## config.mk

```make
export PLATFORM = sky130hd
export DESIGN_NAME = obstacle_manager_n
export DESIGN_NICKNAME = d
export VERILOG_FILES = /design/src/rtl/dino_game_pkg.sv /design/src/rtl/obstacle_manager_n_slot.sv /design/src/rtl/obstacle_manager_n.sv
export SDC_FILE = /design/constraint.sdc
export NUM_CORES = 1
export LEC_CHECK = 0
export CAP_MARGIN = 10
export CELL_PAD_IN_SITES_DETAIL_PLACEMENT = 1
export CELL_PAD_IN_SITES_GLOBAL_PLACEMENT = 1
export CORE_ASPECT_RATIO = 2
export CORE_MARGIN = 1
export CORE_UTILIZATION = 43
export CTS_CLUSTER_SIZE = 30
export DETAILED_ROUTE_END_ITERATION = 8
export PLACE_DENSITY = 0.8
export SETUP_SLACK_MARGIN = 0.5
export SKIP_LAST_GASP = 1
export SLEW_MARGIN = 20
export SYNTH_ARGS = -nofsm -noshare
export SYNTH_HDL_FRONTEND = slang
export SYNTH_HIERARCHICAL = 1
export SYNTH_SLANG_ARGS = --single-unit
export TNS_END_PERCENT = 30
```

## constraint.sdc

```tcl
create_clock -name clk -period 3.7 [get_ports clk]
set_input_delay 0.555 -clock clk [delete_from_list [all_inputs] [get_ports clk]]
set_output_delay 0.555 -clock clk [all_outputs]
set_load 0.01 [all_outputs]
```

## src/rtl/dino_game_pkg.sv

```systemverilog
// Shared dino-game definitions: obstacle type codes, position width helper,
// default spawn/gap constants and the divider-free type reduction.
package dino_game_pkg;

  typedef enum logic [2:0] {
    OBS_CACTUS_SMALL = 3'd0,
    OBS_CACTUS_LARGE = 3'd1,
    OBS_CACTUS_GROUP = 3'd2,
    OBS_BIRD_LOW     = 3'd3,
    OBS_BIRD_MID     = 3'd4,
    OBS_BIRD_HIGH    = 3'd5
  } obs_type_e;

  localparam int DEF_CONV     = 2;
  localparam int DEF_SPAWN_X  = 160;
  localparam int DEF_MIN_GAP  = 24;
  localparam int DEF_GAP_MASK = 31;

  function automatic int posWidth(input int conv);
    return 10 - conv;
  endfunction

  // A 3-bit raw value is below 2*numTypes for any numTypes >= 4, so one
  // conditional subtract is enough; numTypes == 8 passes raw through.
  function automatic logic [2:0] reduceType(input logic [2:0] raw, input int numTypes);
    logic [2:0] n;
    n = 3'(numTypes);
    if (numTypes < 8 && raw >= n) return raw - n;
    return raw;
  endfunction

endpackage

```

## src/rtl/obstacle_manager_n_slot.sv

```systemverilog
// One obstacle slot: position/type/valid registers with scroll, despawn
// (clamped at zero, never wrapping) and a load port used for spawning.
module obstacle_slot
  import dino_game_pkg::*;
#(
  parameter int PW = 8
) (
  input  logic          clk,
  input  logic          rst_n,
  input  logic          i_clear,
  input  logic          i_scroll,
  input  logic [2:0]    i_speed,
  input  logic          i_load,
  input  logic [PW-1:0] i_loadPos,
  input  logic [2:0]    i_loadType,
  output logic [PW-1:0] o_pos,
  output logic [2:0]    o_type,
  output logic          o_valid
);

  logic [PW-1:0] r_pos;
  logic [2:0]    r_type;
  logic          r_valid;
  logic [PW-1:0] w_step;

  assign w_step = PW'(i_speed);

  // Load takes priority over scroll so a spawn is never moved on its own tick.
  always_ff @(posedge clk or negedge rst_n) begin
    if (!rst_n) begin
      r_pos   <= '0;
      r_type  <= '0;
      r_valid <= 1'b0;
    end else if (i_clear) begin
      r_pos   <= '0;
      r_type  <= '0;
      r_valid <= 1'b0;
    end else if (i_load) begin
      r_pos   <= i_loadPos;
      r_type  <= i_loadType;
      r_valid <= 1'b1;
    end else if (i_scroll && r_valid) begin
      if (r_pos < w_step) begin
        r_pos   <= '0;
        r_valid <= 1'b0;
      end else begin
        r_pos <= r_pos - w_step;
      end
    end
  end

  assign o_pos   = r_pos;
  assign o_type  = r_type;
  assign o_valid = r_valid;

endmodule

```

## src/rtl/obstacle_manager_n.sv

```systemverilog
// NUM_OBS-slot obstacle engine: RNG-driven spawn gap timer, lowest-free-slot
// spawning, per-tick scrolling and a saturating speed ramp.
module obstacle_manager_n
  import dino_game_pkg::*;
#(
  parameter int CONV        = DEF_CONV,
  parameter int NUM_OBS     = 3,
  parameter int NUM_TYPES   = 6,
  parameter int SPAWN_X     = DEF_SPAWN_X,
  parameter int MIN_GAP     = DEF_MIN_GAP,
  parameter int GAP_MASK    = DEF_GAP_MASK,
  parameter int START_DELAY = 40,
  parameter int SPEED_INIT  = 1,
  parameter int SPEED_MAX   = 4,
  parameter int RAMP_TICKS  = 600
) (
  input  logic                          clk,
  input  logic                          rst_n,
  input  logic                          game_tick,
  input  logic                          game_start,
  input  logic                          game_frozen,
  input  logic [7:0]                    rng,
  output logic [NUM_OBS*(10-CONV)-1:0]  obstacle_pos,
  output logic [NUM_OBS*3-1:0]          obstacle_type,
  output logic [NUM_OBS-1:0]            obstacle_valid,
  output logic [2:0]                    speed,
  output logic                          spawn_pulse
);

  localparam int PW = posWidth(CONV);
  localparam int RW = $clog2(RAMP_TICKS);

  logic [7:0]         r_gap;
  logic [RW-1:0]      r_ramp;
  logic [2:0]         r_speed;
  logic               r_spawnPulse;

  logic               w_advance;
  logic               w_spawnNow;
  logic               w_anyFree;
  logic [NUM_OBS-1:0] w_loadOH;
  logic [NUM_OBS-1:0] w_valid;
  logic [2:0]         w_spawnType;
  logic [7:0]         w_nextGap;

  assign w_advance   = game_tick && !game_frozen && !game_start;
  assign w_spawnNow  = w_advance && (r_gap == 8'd0);
  assign w_spawnType = reduceType(rng[2:0], NUM_TYPES);
  assign w_nextGap   = 8'(MIN_GAP) + ({3'b000, rng[7:3]} & 8'(GAP_MASK));

  // Lowest-index free slot, judged on the valid bits before this tick's scroll.
  always_comb begin
    w_loadOH  = '0;
    w_anyFree = 1'b0;
    for (int i = 0; i < NUM_OBS; i++) begin
      if (!w_valid[i] && !w_anyFree) begin
        w_loadOH[i] = w_spawnNow;
        w_anyFree   = 1'b1;
      end
    end
  end

  // Gap timer holds at zero while every slot is busy, retrying each tick.
  always_ff @(posedge clk or negedge rst_n) begin
    if (!rst_n) begin
      r_gap        <= 8'(START_DELAY);
      r_ramp       <= '0;
      r_speed      <= 3'(SPEED_INIT);
      r_spawnPulse <= 1'b0;
    end else begin
      r_spawnPulse <= 1'b0;
      if (game_start) begin
        r_gap   <= 8'(START_DELAY);
        r_ramp  <= '0;
        r_speed <= 3'(SPEED_INIT);
      end else if (w_advance) begin
        if (r_gap != 8'd0) begin
          r_gap <= r_gap - 8'd1;
        end else if (w_anyFree) begin
          r_gap        <= w_nextGap;
          r_spawnPulse <= 1'b1;
        end
        if (r_ramp == RW'(RAMP_TICKS - 1)) begin
          r_ramp <= '0;
          if (r_speed < 3'(SPEED_MAX)) r_speed <= r_speed + 3'd1;
        end else begin
          r_ramp <= r_ramp + 1'b1;
        end
      end
    end
  end

  for (genvar g = 0; g < NUM_OBS; g++) begin : g_slot
    obstacle_slot #(.PW(PW)) u_slot (
      .clk        (clk),
      .rst_n      (rst_n),
      .i_clear    (game_start),
      .i_scroll   (w_advance),
      .i_speed    (r_speed),
      .i_load     (w_loadOH[g]),
      .i_loadPos  (PW'(SPAWN_X)),
      .i_loadType (w_spawnType),
      .o_pos      (obstacle_pos[g*PW +: PW]),
      .o_type     (obstacle_type[g*3 +: 3]),
      .o_valid    (w_valid[g])
    );
  end

  assign obstacle_valid = w_valid;
  assign speed          = r_speed;
  assign spawn_pulse    = r_spawnPulse;

endmodule

```

==> images/flops_by_reg.png <==
Other sequential cells in the stronger gray, the rest of the logic in the fainter gray.
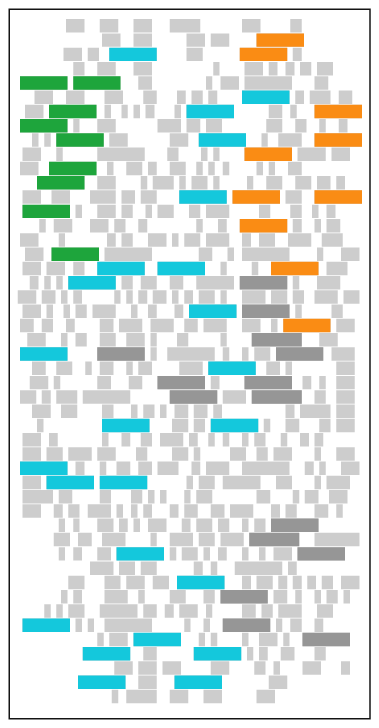
Cyan marks g_slot.u_slot/o_pos, sequential cells 24. Orange marks r_ramp, sequential cells 10, where top right. Green marks g_slot.u_slot/o_type, sequential cells 9, where top left.
Another 15 sequential cells are not colored.
power dissipated in sequential cells: 0.760 mW
flop share of the area: 30.26%

==> images/wires.png <==
Two of the layers only.
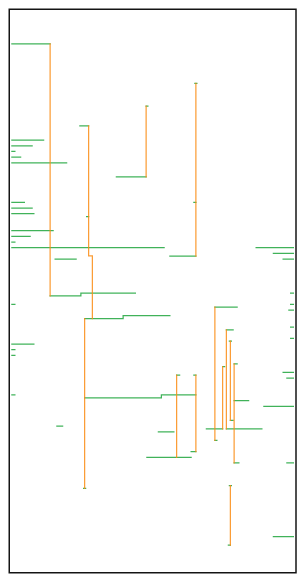
Green marks metal 3, wire length 283 µm. Orange marks metal 4, wire length 373 µm.
Total Routed Length: 11.22 mm
via count of the routed design: 3464
GRT Util Overall: 26.75%

==> GITHUB_STEP_SUMMARY <==
### Yosys + OpenROAD results

| Metric | Value |
|---|---|
| Status | finished, final reports clean |
| Number of tap cells inserted | 100 |
| Iter 0 DRT Violations | 120 |
| Cell Chain, Critical Path | inv_1, ha_1, nor4b_4, buf_4, and2_1, nand2_2, nor3_2, buf_4, a211oi_2, or3_2, o221ai_1, nand3_1 |
| Clock network share of area | 5.855% |
| Per-instance average area after synthesis | roughly 9.6 µm² |
| Highest metal layer used by the detailed router | met4 |
| Final number of max-transition violations | 0 |
| Count of flip-flops with a built-in enable after synthesis | 0 |
| Final instance area | 4808 µm² |
| Simple-gate area share of the yosys netlist | 24.53% |
| Arrival time of the worst setup path | ~3.1 ns |
| RSZ-0062 raised after global routing | false |
| Leak pwr | slightly above 2 nW |
| Sequential cell area | 1455 µm² |
| Vias per Instance | 5.942 |
| Launch point of the worst reg-to-reg path | r_gap[0] |
| I/O pin count | 53 |
| Most common flop cell mapped by yosys | dfrtp_1 |
| Number of logic gates | 324 |
| Combinational fraction of design power | between 20% and 30% |
| Detailed-routed wire length on met2 | 6.444 mm |
| Post-placement cell area | about 4500 µm² |
| Reg2Reg Depth | 12 |
| IR Drop Worst-Case VDD | 0.0002444 V |
| Num rows | 48 |
| Hold/Removal Path Class | input port to asynchronous set/reset pin |
| Kind of end point of the critical path | flop |
| Xor/xnor share of the synthesized area | 1.613% |
| Dominant kind of cell | logic gates |
| Final min period | roughly 2.9 ns |
| Most frequently placed logic cell in the final layout | dfrtp_1 |
| Number of nets with antenna violations after detailed routing | 0 |
| Num sequential | 58 |
| Non-clk bufs | a little over 60 |
| Net switching fraction of the power | 33.04% |
| Number of gates on the worst path with buffers counted | 12 |
| Max stage delay on crit path | 0.45 ns |
| Max FO, Critical Path | 12 |
| Worst R2R End | g_slot[2].u_slot/o_pos[5] |
| Dpl ws | 0.7713 ns |
| CP max-delay cell | or3_2 |
| Power in combinational cells | 0.570 mW |
| Chip area | 9239 µm² |
| Worst setup path endpoint | g_slot[2].u_slot/o_pos[5] |
| Net load switching power | between 0.6 and 0.7 mW |
| Actual transition at the worst max-transition pin | 0.9970 ns |
| Final standard cell count with taps included and fillers excluded | around 580 |
| Global-route wire length before repair | 18.07 mm |
| GP Congestion | 0.8554 |
| Most used cell along the critical path | buf_4 |
| Data-path buffer share of cell area in the final layout | around an eighth |
| Antenna cell count | 0 |
| Int Power | 1.413 mW |
| Register share of total power | 36.0% |
| Global routing usage on met1 | 26.47% |
| Amount of wire on met3 after detailed routing | approximately 280 µm |
| Critical path required time | between 3 and 4 ns |
| Number of antenna violations at the first check in global routing | 0 |
| Post-synthesis sequential element count | 58 |
| Timing-limited maximum frequency | 343.1 MHz |
| Post-synth top cells | 55 x dfrtp_1, 42 x nor2_1, 25 x nand2_1 |
| Number of filler instances in the final layout | 991 |
| Worst clock skew | 0.007616 ns |
| Multiplexer area fraction after synthesis | ~3.2% |
| Half-perimeter wire length after placement | 8.295 mm |
| Final core utilization | 55.99% |
| Worst path setup slack after routing | 0.7851 ns |
| Number of placed instances, taps included | 567 |
| Post-CTS Hold Fix Bufs | 0 |
| Final net count | a little over 500 |
| Post-cts repair resize count | 0 |
| Proportion of netlist area held by the largest area contributor | 36.22% |
| Combinational family with the most area after synthesis | simple AND/OR/NAND/NOR gates |
| Dominant logic cell types in the final layout | 55 x dfrtp_1, 50 x clkdlybuf4s50_1, 42 x nor2_1 |
| Clock latency on the worst-skew pair | 0.34 ns |
| Clk sinks | 58 |
| Part of the cycle the worst path needs | 78.78% |
| Largest area contributor in the synthesized netlist | dfrtp_1 |
| Number of buffers inserted during clock tree synthesis | 9 |
| Worst slew margin relative to its limit | around a third |
| Count of unique library cells instantiated by Yosys | 70 |
| GR met3 Demand/Resource | 2.956% |
| Width of the die | 68.47 µm |
| Inverter count | 24 |
| Setup TNS | 0 ns |
| Number of buffers inserted to repair setup after CTS | 0 |
| Total congestion overflow | 0 |
==> images/layer_met2.png <==
Bar = 20 µm.
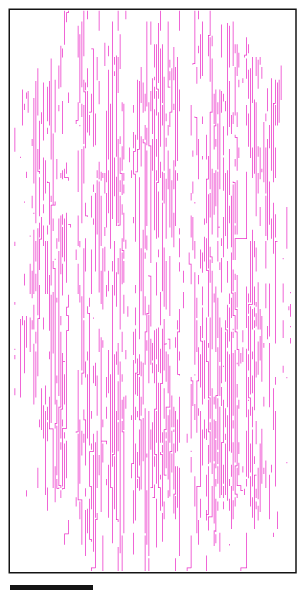
The layer holds 57% of the routed length. The wires run mostly vertical.
global-route met2 utilization: 49.78%

Power is estimated from default activity; no workload was simulated.
